### config.mk
export PLATFORM = sky130hd
export DESIGN_NAME = adder_seq_ctrl
export DESIGN_NICKNAME = d
export VERILOG_FILES = /design/src/rtl/adder_seq_pkg.sv /design/src/rtl/adder_seq_ctrl_adder.sv /design/src/rtl/adder_seq_ctrl.sv
export SDC_FILE = /design/constraint.sdc
export NUM_CORES = 1
export LEC_CHECK = 0
export CAP_MARGIN = 20
export CORE_MARGIN = 4
export CORE_UTILIZATION = 58
export CTS_CLUSTER_DIAMETER = 50
export CTS_CLUSTER_SIZE = 28
export DETAILED_ROUTE_END_ITERATION = 7
export PLACE_DENSITY = 0.86
export SLEW_MARGIN = 15
export SYNTH_ARGS = -nofsm -noshare
export SYNTH_HDL_FRONTEND = slang
export SYNTH_SLANG_ARGS = --single-unit
### constraint.sdc
create_clock -name iClk -period 6.4 [get_ports iClk]
set_input_delay 1.28 -clock iClk [delete_from_list [all_inputs] [get_ports iClk]]
set_output_delay 1.28 -clock iClk [all_outputs]
set_load 0.02 [all_outputs]
### src/rtl/adder_seq_pkg.sv
// rtl/adder_seq_pkg.sv - shared widths and FSM state type for the multi-precision adder sequencer
package adder_seq_pkg;

    localparam int WORD_W  = 32;
    localparam int SLICE_W = 8;
    localparam int NSLICE  = WORD_W / SLICE_W;
    localparam int CNT_W   = (NSLICE > 1) ? $clog2(NSLICE) : 1;

    typedef enum logic [1:0] {
        IDLE = 2'd0,
        RUN  = 2'd1,
        DONE = 2'd2
    } state_e;

endpackage

### src/rtl/adder_seq_ctrl_adder.sv
// rtl/adder_seq_ctrl_adder.sv - 8-bit combinational Adder slice with carry in/out
module adder_seq_ctrl_adder #(
    parameter int W = 8
) (
    input  logic [W-1:0] iData_a,
    input  logic [W-1:0] iData_b,
    input  logic         iC,
    output logic [W-1:0] oData,
    output logic         oData_C
);

    assign {oData_C, oData} = {1'b0, iData_a} + {1'b0, iData_b} + {{W{1'b0}}, iC};

endmodule

### src/rtl/adder_seq_ctrl.sv
// rtl/adder_seq_ctrl.sv - 32-bit add/subtract sequenced one byte per cycle through a single Adder slice
module adder_seq_ctrl
    import adder_seq_pkg::*;
(
    input  logic              iClk,
    input  logic              iRst_n,
    input  logic              iStart,
    input  logic              iSub,
    input  logic [WORD_W-1:0] iData_a,
    input  logic [WORD_W-1:0] iData_b,
    input  logic              iC,
    output logic              oReady,
    output logic              oBusy,
    output logic              oDone,
    output logic [WORD_W-1:0] oData,
    output logic              oData_C,
    output logic              oOvf
);

    localparam int              MSB  = WORD_W - 1;
    localparam logic [CNT_W-1:0] LAST = CNT_W'(NSLICE - 1);

    state_e              state_q, state_d;
    logic [CNT_W-1:0]    cnt_q, cnt_d;
    logic                carry_q, carry_d;
    logic [WORD_W-1:0]   a_q, a_d;
    logic [WORD_W-1:0]   b_q, b_d;
    logic [WORD_W-1:0]   acc_q, acc_d;
    logic [WORD_W-1:0]   data_q, data_d;
    logic                c_q, c_d;
    logic                ovf_q, ovf_d;

    logic [SLICE_W-1:0]  sl_a, sl_b, sl_sum;
    logic                sl_co;

    assign sl_a = a_q[int'(cnt_q) * SLICE_W +: SLICE_W];
    assign sl_b = b_q[int'(cnt_q) * SLICE_W +: SLICE_W];

    adder_seq_ctrl_adder #(.W(SLICE_W)) u_adder (
        .iData_a (sl_a),
        .iData_b (sl_b),
        .iC      (carry_q),
        .oData   (sl_sum),
        .oData_C (sl_co)
    );

    // Partial bytes accumulate in acc_q so the visible result only moves on DONE entry.
    always_comb begin
        state_d = state_q;
        cnt_d   = cnt_q;
        carry_d = carry_q;
        a_d     = a_q;
        b_d     = b_q;
        acc_d   = acc_q;
        data_d  = data_q;
        c_d     = c_q;
        ovf_d   = ovf_q;
        case (state_q)
            IDLE: begin
                if (iStart) begin
                    a_d     = iData_a;
                    b_d     = iSub ? ~iData_b : iData_b;
                    carry_d = iSub ? 1'b1 : iC;
                    cnt_d   = '0;
                    data_d  = '0;
                    c_d     = 1'b0;
                    ovf_d   = 1'b0;
                    state_d = RUN;
                end
            end
            RUN: begin
                acc_d[int'(cnt_q) * SLICE_W +: SLICE_W] = sl_sum;
                carry_d = sl_co;
                cnt_d   = cnt_q + 1'b1;
                if (cnt_q == LAST) begin
                    data_d  = acc_d;
                    c_d     = sl_co;
                    ovf_d   = (a_q[MSB] == b_q[MSB]) && (sl_sum[SLICE_W-1] != a_q[MSB]);
                    state_d = DONE;
                end
            end
            DONE:    state_d = IDLE;
            default: state_d = IDLE;
        endcase
    end

    always_ff @(posedge iClk or negedge iRst_n) begin
        if (!iRst_n) begin
            state_q <= IDLE;
            cnt_q   <= '0;
            carry_q <= 1'b0;
            a_q     <= '0;
            b_q     <= '0;
            acc_q   <= '0;
            data_q  <= '0;
            c_q     <= 1'b0;
            ovf_q   <= 1'b0;
        end else begin
            state_q <= state_d;
            cnt_q   <= cnt_d;
            carry_q <= carry_d;
            a_q     <= a_d;
            b_q     <= b_d;
            acc_q   <= acc_d;
            data_q  <= data_d;
            c_q     <= c_d;
            ovf_q   <= ovf_d;
        end
    end

    assign oReady  = (state_q == IDLE);
    assign oBusy   = (state_q == RUN);
    assign oDone   = (state_q == DONE);
    assign oData   = data_q;
    assign oData_C = c_q;
    assign oOvf    = ovf_q;

endmodule

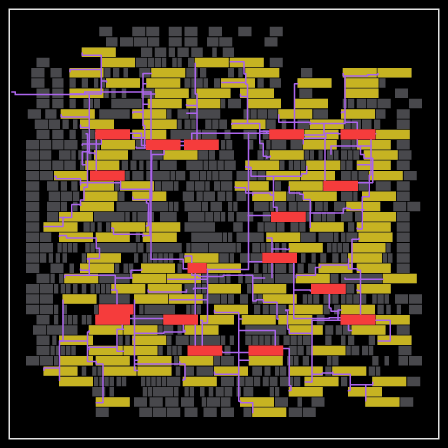
*Clock wires, drivers and flops, run 1*
[clock wires] purple | length: 1540 um
[flip-flops] yellow | count: 135
[cells driving clock nets] red | count: 17
routed clock nets: 18

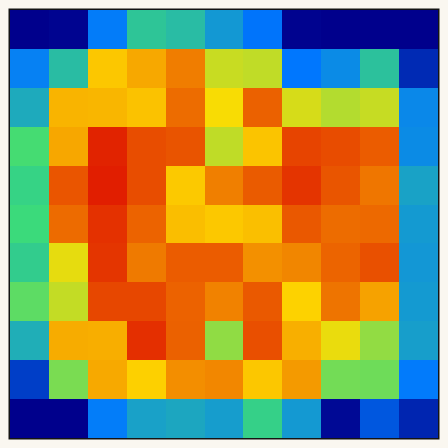
*Cell area per tile, run 1*
The die is cut into 11 by 11 equal tiles; dark blue is low, red is high, 0 to 100% covered.
nearly empty tiles: 7.4%
mean over tiles: 62%
fullest tile: 97%
emptiest ninth of the die: upper right
tiles over 75% full: 51%
densest ninth of the die: centre
post-layout util: 74.83%
Core Util at FP: 59.15%
core area: 10840 um2

==> results.py, run 1 <==
# Synthesis and PnR figures
metrics = {
    "critical_path": {
        "crit_path_max_fanout": 31,
        "crit_type": "flop to primary output",
        "worstPathCellList": "nand2b_1 -> buf_4 -> inv_2 -> clkdlybuf4s50_1",
        "critical_path_required_time_ns": 5.12,
        "timing.critical_path.slowest_stage_cell": "sky130_fd_sc_hd__clkdlybuf4s50_1",
    },
    "cts": {
        "clock_insertion_delay_worst_skew_ns": 0.52,
        "clk_pin_slew_worst_paths_ns": 0.06,
        "cts-resized-gates": 0,
        "cts.sink_count": 135,
        "cts_max_level": 4,
        "postCtsHoldBufs": 0,
        "tritoncts.num_buffers": 17,
        "clock_tree_from_tritoncts": "built",
    },
    "final_timing": {
        "final_count_of_hold_timing_violations": 0,
        "final.setup_skew_ns": 0.007595,
        "timing.final.crit_share_pct": 56.83,
        "finalWorstSetupSlack_ns": 2.763,
        "layout_min_cycle_time_ns": 3.637,
        "post_route_setup_tns_ns": 0,
        "setup-violations-final": 0,
        "maxClockFrequency_ghz": 0.2749,
    },
    "yosys": {
        "synth_top_area_share_pct": 52.68,
        "synth_sequential_area_ratio_pct": 52.68,
        "synth.avg_cell_area_um2": 9.988,
        "synth_cell_type_count": 49,
        "post-synth-top-count-cell": "sky130_fd_sc_hd__nand2_1",
        "synth-edff-count": 0,
        "yosys-top-cells-area": "sky130_fd_sc_hd__dfrtp_1, sky130_fd_sc_hd__nand2_1, sky130_fd_sc_hd__o21ai_0",
    },
    "routing": {
        "routed-via-count": 5175,
        "detail_route.iter0.violations": 409,
        "drt_first_pass_iters": 7,
    },
    "layout": {
        "most_frequently_placed_logic_cells_in_the_final_layout": "sky130_fd_sc_hd__nand2_1, sky130_fd_sc_hd__dfrtp_1, sky130_fd_sc_hd__clkdlybuf4s50_1",
        "n_all_inverters": 17,
        "logic_area_um2": 2815,
        "layout_top_cell_excl_fill_tap": "sky130_fd_sc_hd__nand2_1",
        "final_cell_area_um2": 8112,
        "n_clock_buffer": 18,
        "layout.nets": 816,
    },
    "floorplan": {
        "die-width_um": 113.1,
        "rows": 38,
    },
    "hold_path": {
        "worstHoldPathType": "flop to flop",
    },
    "global_routing": {
        "grt_max_degree": 100,
        "via_count_of_the_first_global_routing_pass": 5345,
        "wire_length_of_the_first_global_routing_pass_um": 26180,
        "antenna_found_initial": 0,
    },
    "power": {
        "leak_pwr_nw": 3.613,
    },
    "outcome": {
        "status": "finished clean",
    },
    "place": {
        "count_of_buffers_inserted_at_the_top_level_ports": 105,
    },
}
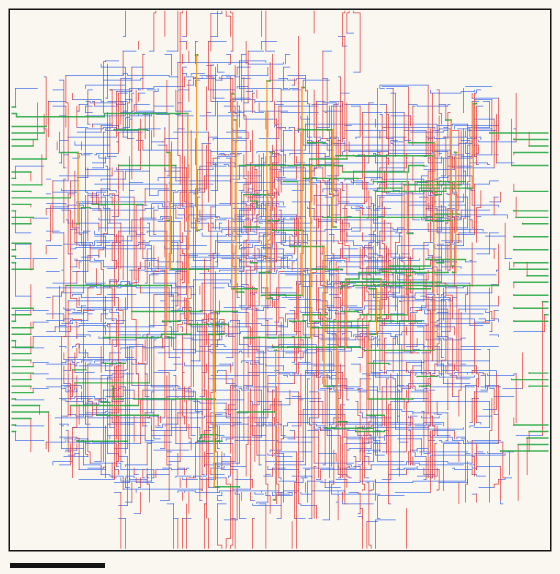
*Metal layers overlaid, run 1*
The bar under the picture is 20 um long.
[met4] orange | wire length: 725 um
[met3] green | wire length: 1120 um
[met2] red | wire length: 8030 um
[met1] blue | wire length: 6130 um

==> run 1: where the power goes <==
| part | leakage [nW] | total (mW) | internal, mW | switching [mW] |
|---|---|---|---|---|
| clock | 0.282 | 0.963 | 0.599 | 0.364 |
| sequential | 1.77 | 1.38 | 1.17 | 0.215 |
| combinational | 1.56 | 2.24 | 0.880 | 1.36 |
| total | 3.61 | 4.59 | 2.65 | 1.94 |
==> run 1: worst max-delay path: cells and delay by family (launching register included) <==
family | cells | cell delay (ns)
buffers and inverters | 3 | 1.28
DFF | 1 | 0.39
and+or+nand+nor | 1 | 0.15
==> run 1: routing by layer <==
layer	share of wire (%)	wire length [um]
met1	38	6127
met4	4.5	724
met5	0	0
met3	7.0	1117
met2	50	8030
==> run 1: registers in the layout, summed over array words and instances (netlist names) <==
signal,count
a_q,32
acc_q,32
b_q,32
carry_q,1
cnt_q,2
oData,32
oData_C,1
oOvf,1
state_q,2
==> run 1: worst paths after layout <==
kind                                        startpoint                     to  slack [ns]  cells past startpoint
worst max-delay path            state_q[1]$_DFFE_PN0P_                  oBusy        2.76                      4
worst min-delay path               a_q[29]$_DFFE_PN0P_    a_q[29]$_DFFE_PN0P_        0.48                      2
worst max register to register    cnt_q[1]$_DFFE_PN0P_  acc_q[14]$_DFFE_PN0P_        2.97                      9
worst min register to register     a_q[29]$_DFFE_PN0P_    a_q[29]$_DFFE_PN0P_        0.48                      2
max in group asynchronous                       iRst_n    b_q[25]$_DFFE_PN0P_        4.15                      2
min in group asynchronous                       iRst_n   oData[0]$_DFFE_PN0P_        0.83                      1
==> run 1: kinds of logic after synthesis <==
family	synth area share (%)
xor+xnor	4.781
mux	6.654
compound gates	14.32
fa+ha+maj	3.161
simple gates	14.95
buf+inv	3.454
flops	52.68
==> inputs of run 2 (changes only) <==
CORE_UTILIZATION = 48   (was 58)
PLACE_DENSITY = 0.76   (was 0.86)
clock period = 3.08 ns   (was 6.4 ns; I/O delays follow)
==> results.py, run 2 <==
# Synthesis and PnR figures
metrics = {
    "yosys": {
        "synth-edff-count": 0,
        "post-synth-top-count-cell": "sky130_fd_sc_hd__nand2_1",
        "synth_cell_type_count": 49,
        "yosys-top-cells-area": "sky130_fd_sc_hd__dfrtp_1, sky130_fd_sc_hd__nand2_1, sky130_fd_sc_hd__o21ai_0",
        "synth_top_area_share_pct": 52.68,
    },
    "critical_path": {
        "crit_type": "flop to flop",
        "critical_path.top_delay_family": "AND-OR/OR-AND gates",
        "reg2reg_slack_ns": 0.20,
        "worst-r2r-cell-count": 8,
        "timing.critical_path.slowest_stage_cell": "sky130_fd_sc_hd__mux4_2",
        "critical_path.reg2reg.endpoint": "oOvf$_DFFE_PN0P_",
    },
    "power": {
        "combinationalPowerShare_pct": 50.1,
        "internal-power_mw": 5.754,
        "power.switching_fraction_pct": 41.68,
    },
    "hold_path": {
        "worstHoldPathType": "primary input to async pin",
    },
    "final_timing": {
        "layout_min_cycle_time_ns": 2.877,
        "setup-violations-final": 0,
        "maxClockFrequency_ghz": 0.3476,
        "post_route_setup_tns_ns": 0,
    },
    "routing": {
        "dr.max_layer_used": "met4",
        "route.met3.wl_um": 669,
        "drt_first_pass_iters": 5,
    },
    "layout": {
        "layout.nets": 828,
        "most_frequently_placed_logic_cells_in_the_final_layout": "sky130_fd_sc_hd__nand2_1, sky130_fd_sc_hd__dfrtp_1, sky130_fd_sc_hd__clkdlybuf4s50_1",
        "final_cell_area_um2": 8294,
    },
    "cts": {
        "clock_tree_from_tritoncts": "built",
        "cts_max_level": 4,
    },
    "global_routing": {
        "antenna_found_initial": 0,
    },
    "place": {
        "count_of_buffers_inserted_at_the_top_level_ports": 105,
    },
    "outcome": {
        "status": "finished clean",
    },
    "floorplan": {
        "core_area_um2": 12820,
    },
}
-- run 2: kinds of logic (layout without fill, tap and decap cells) --
logic type	after synthesis	count (layout)	share of synthesized area [%]
AND/OR/NAND/NOR	226	226	14.95
AND-OR/OR-AND	152	152	14.32
flip-flops	135	135	52.68
buffers and inverters	57	172	3.454
XOR/XNOR	35	35	4.781
multiplexers	22	22	6.654
adder cells (fa/ha/maj)	15	15	3.161
-- run 2: what timing repair did --
item | CTS | global route
hold buffers | 0 | 0
resized | 0 | 3
setup buffers | 0 | 1
endpoints found under the setup margin | 0 | 12
-- run 2: layout make-up --
cell class | instances | area (um2) | share of cell area [%]
inverters | 17 | 63.81 | 0.7693
repair buffers | 123 | 1216 | 14.66
well taps | 172 | 215.2 | 2.595
clock buffers | 19 | 452.9 | 5.461
multi-input cells | 450 | 2821 | 34.02
clock inverters | 13 | 145.1 | 1.750
flip-flops and latches | 135 | 3379 | 40.75
-- run 2: worst max-delay path by stage --
stage | start | to | slack, ns | depth (start not counted)
2_1_floorplan | cnt_q[0]$_DFFE_PN0P_ | oOvf$_DFFE_PN0P_ | 0.05 | 8
3_5_place_dp | cnt_q[0]$_DFFE_PN0P_ | oData[28]$_DFFE_PN0P_ | 0.12 | 9
6_report | cnt_q[0]$_DFFE_PN0P_ | oOvf$_DFFE_PN0P_ | 0.20 | 8
3_3_place_gp | cnt_q[0]$_DFFE_PN0P_ | oOvf$_DFFE_PN0P_ | 0.22 | 8
5_1_grt | cnt_q[0]$_DFFE_PN0P_ | acc_q[14]$_DFFE_PN0P_ | 0.04 | 9
4_1_cts | cnt_q[0]$_DFFE_PN0P_ | oData[28]$_DFFE_PN0P_ | 0.04 | 9
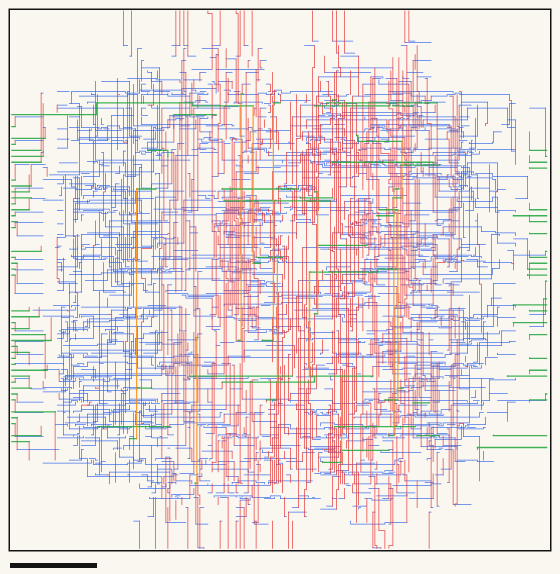
*Metal layers overlaid, run 2*
The bar under the picture is 20 um long.
[met3] green | wire length: 669 um
[met2] red | wire length: 8120 um
[met1] blue | wire length: 6660 um
[met4] orange | wire length: 454 um
total routing resource utilization after global routing: 22.26%
routed via count: 4998
overall routed net length: 15910 um

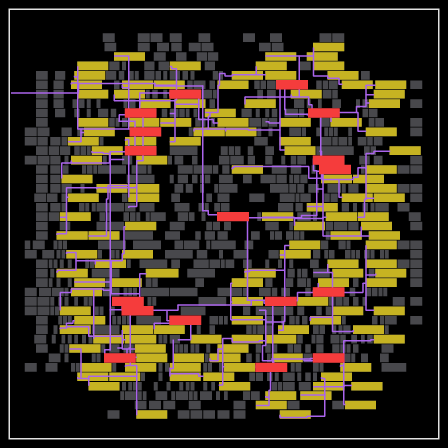
*Clock wires, drivers and flops, run 2*
[clock wires] purple | length: 1670 um
[cells driving clock nets] red | count: 17
[flip-flops] yellow | count: 135
flops lie: widely spread
routed clock nets: 18
Fin Clk Skew: 0.009316 ns
power share of the clock group: 20.7%
Clk power: 2.04 mW
Latency at later pin: 0.42 ns

==> inputs of run 3 (changes only) <==
CORE_MARGIN = 3   (was 4)
CORE_UTILIZATION = 54   (was 48)
PLACE_DENSITY = 0.81   (was 0.76)
clock period = 2.9 ns   (was 3.08 ns; I/O delays follow)
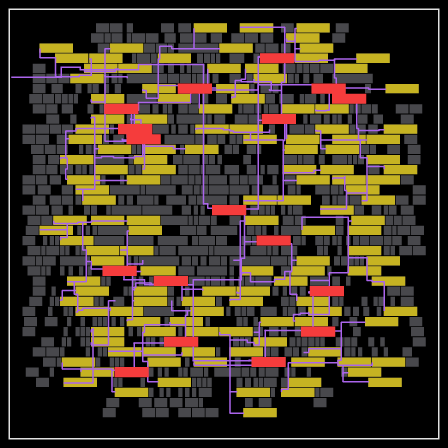
*Clock wires, drivers and flops, run 3*
Clk power: 2.35 mW
power share of the clock group: 21.5%
Fin Clk Skew: 0.006735 ns

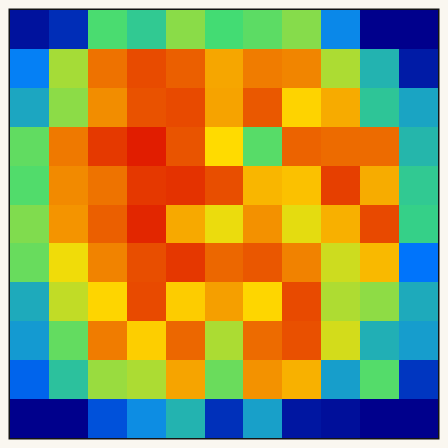
*Cell area per tile, run 3*
The die is cut into 11 by 11 equal tiles; dark blue is low, red is high, 0 to 100% covered.
fullest tile: 97%
tiles over 75% full: 48%
emptiest ninth of the die: lower right
post-layout util: 72.62%
core area: 11520 um2
Core Util at FP: 55.68%

==> results.py, run 3 <==
# Synthesis and PnR figures
metrics = {
    "floorplan": {
        "rows": 39,
        "die-width_um": 115.0,
    },
    "cts": {
        "tritoncts.num_buffers": 17,
        "postCtsHoldBufs": 0,
        "cts.sink_count": 135,
        "clock_tree_from_tritoncts": "built",
    },
    "critical_path": {
        "reg2reg_slack_ns": 0.08,
        "crit_path_max_fanout": 6,
        "worst-r2r-cell-count": 8,
        "critPathLaunch": "cnt_q[0]$_DFFE_PN0P_",
        "worstPathCellList": "buf_12 -> mux4_2 -> fa_2 -> a211oi_2 -> o21ai_2 -> or3_4 -> and3_4 -> a221o_1",
        "setup.worst_path.end": "oOvf$_DFFE_PN0P_",
        "crit_type": "flop to flop",
        "critical_path_required_time_ns": 3.20,
        "critical_path.reg2reg.endpoint": "oOvf$_DFFE_PN0P_",
    },
    "global_routing": {
        "grt_max_degree": 65,
        "wire_length_of_the_first_global_routing_pass_um": 26830,
        "via_count_of_the_first_global_routing_pass": 5396,
    },
    "layout": {
        "layout.nets": 833,
        "most_frequently_placed_logic_cells_in_the_final_layout": "sky130_fd_sc_hd__nand2_1, sky130_fd_sc_hd__dfrtp_1, sky130_fd_sc_hd__clkdlybuf4s50_1",
        "final_cell_area_um2": 8363,
    },
    "final_timing": {
        "layout_min_cycle_time_ns": 2.825,
        "maxClockFrequency_ghz": 0.3540,
        "timing.final.crit_share_pct": 97.40,
    },
    "routing": {
        "drt_wl_total_um": 16300,
        "wl_met2_um": 8325,
        "detail_route.iter0.violations": 394,
        "routed-via-count": 5185,
    },
    "yosys": {
        "synth.avg_cell_area_um2": 9.988,
        "mux_share_pct": 6.654,
        "yosys-top-cells-area": "sky130_fd_sc_hd__dfrtp_1, sky130_fd_sc_hd__nand2_1, sky130_fd_sc_hd__o21ai_0",
        "fa_ha_area_share_pct": 3.161,
        "synth_sequential_area_ratio_pct": 52.68,
        "synth-edff-count": 0,
        "synth_cell_type_count": 49,
    },
    "power": {
        "combinationalPowerShare_pct": 50.5,
        "power_frac_seq_pct": 28.0,
        "leak_pwr_nw": 3.751,
        "internal-power_mw": 6.409,
        "power.switching_fraction_pct": 41.29,
        "netSwitchingPower_mw": 4.508,
    },
    "hold_path": {
        "worstHoldPathType": "primary input to async pin",
    },
    "outcome": {
        "status": "finished clean",
    },
    "place": {
        "count_of_buffers_inserted_at_the_top_level_ports": 105,
    },
}
run 3: cell type report:
class | instances | area, um2
clock inverters | 13 | 203.9
fillers | 777 | 3153
clock buffers | 18 | 439.2
inverters | 17 | 63.81
well taps | 143 | 178.9
repair buffers | 128 | 1261
multi-input cells | 450 | 2836
flip-flops and latches | 135 | 3379
run 3: kinds of logic (layout without fill, tap and decap cells):
family                   Yosys count  after routing
AND/OR/NAND/NOR                  226            226
multiplexers                      22             22
buffers and inverters             57            176
flip-flops                       135            135
AND-OR/OR-AND                    152            152
XOR/XNOR                          35             35
adder cells (fa/ha/maj)           15             15
run 3: timing repair:
action | 4_1_cts | 5_1_grt
endpoints found under the hold margin | 0 | 0
buffers inserted | 1 | 2
setup endpoints to repair | 12 | 21
resized | 6 | 3
pin swaps | 1 | 6
run 3: per-layer routing:
| metal | vias to the layer above | GRT usage [%] |
|---|---|---|
| met5 | - | 0 |
| met4 | 0 | 11.03 |
| met3 | 48 | 5.421 |
| met2 | 192 | 43.94 |
| met1 | 2548 | 32.77 |
| li1 | 2397 | - |
run 3: metrics by stage:
step / setup TNS (ns) / worst slack [ns] / std cells / utilization, % / total power [mW]
floorplan: 0 / 0.04053 / 642 / - / 6.369
global placement: 0 / 0.06307 / 870 / 66.60 / 7.988
detailed placement: -0.1297 / -0.03514 / 870 / 66.60 / 8.272
CTS: -0.005497 / -0.005497 / 902 / 72.37 / 10.77
global route: -0.0002744 / -0.0002744 / 904 / 72.62 / 11.55
finish: 0 / 0.07544 / 904 / 72.62 / 10.92
run 3: power by group through the flow:
stage	Combinational, mW	Sequential [mW]	Clock [mW]
final	5.51	3.05	2.35
after global routing	5.99	3.12	2.45
after CTS	5.37	3.05	2.36
after detailed placement	5.21	3.06	0
after global placement	4.96	3.03	0
after floorplan	3.37	3.00	0

==> notes/layouts.md <==
Pictures saved along the way, in no particular order.

Track usage over the die.
image #1
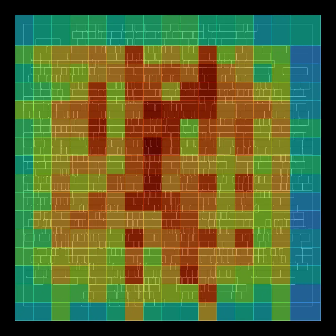
image #2
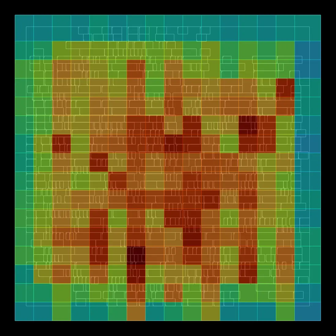
image #3
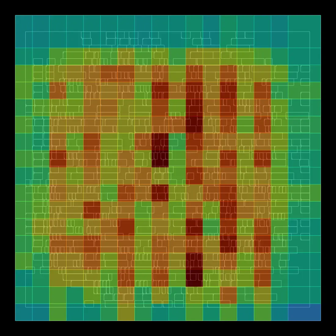
- lowest track usage: image #3
- run 3 = image #1
- run 2 = image #3
- run 1 = image #2

No activity file was given, so power comes from the tool's default toggle rates.
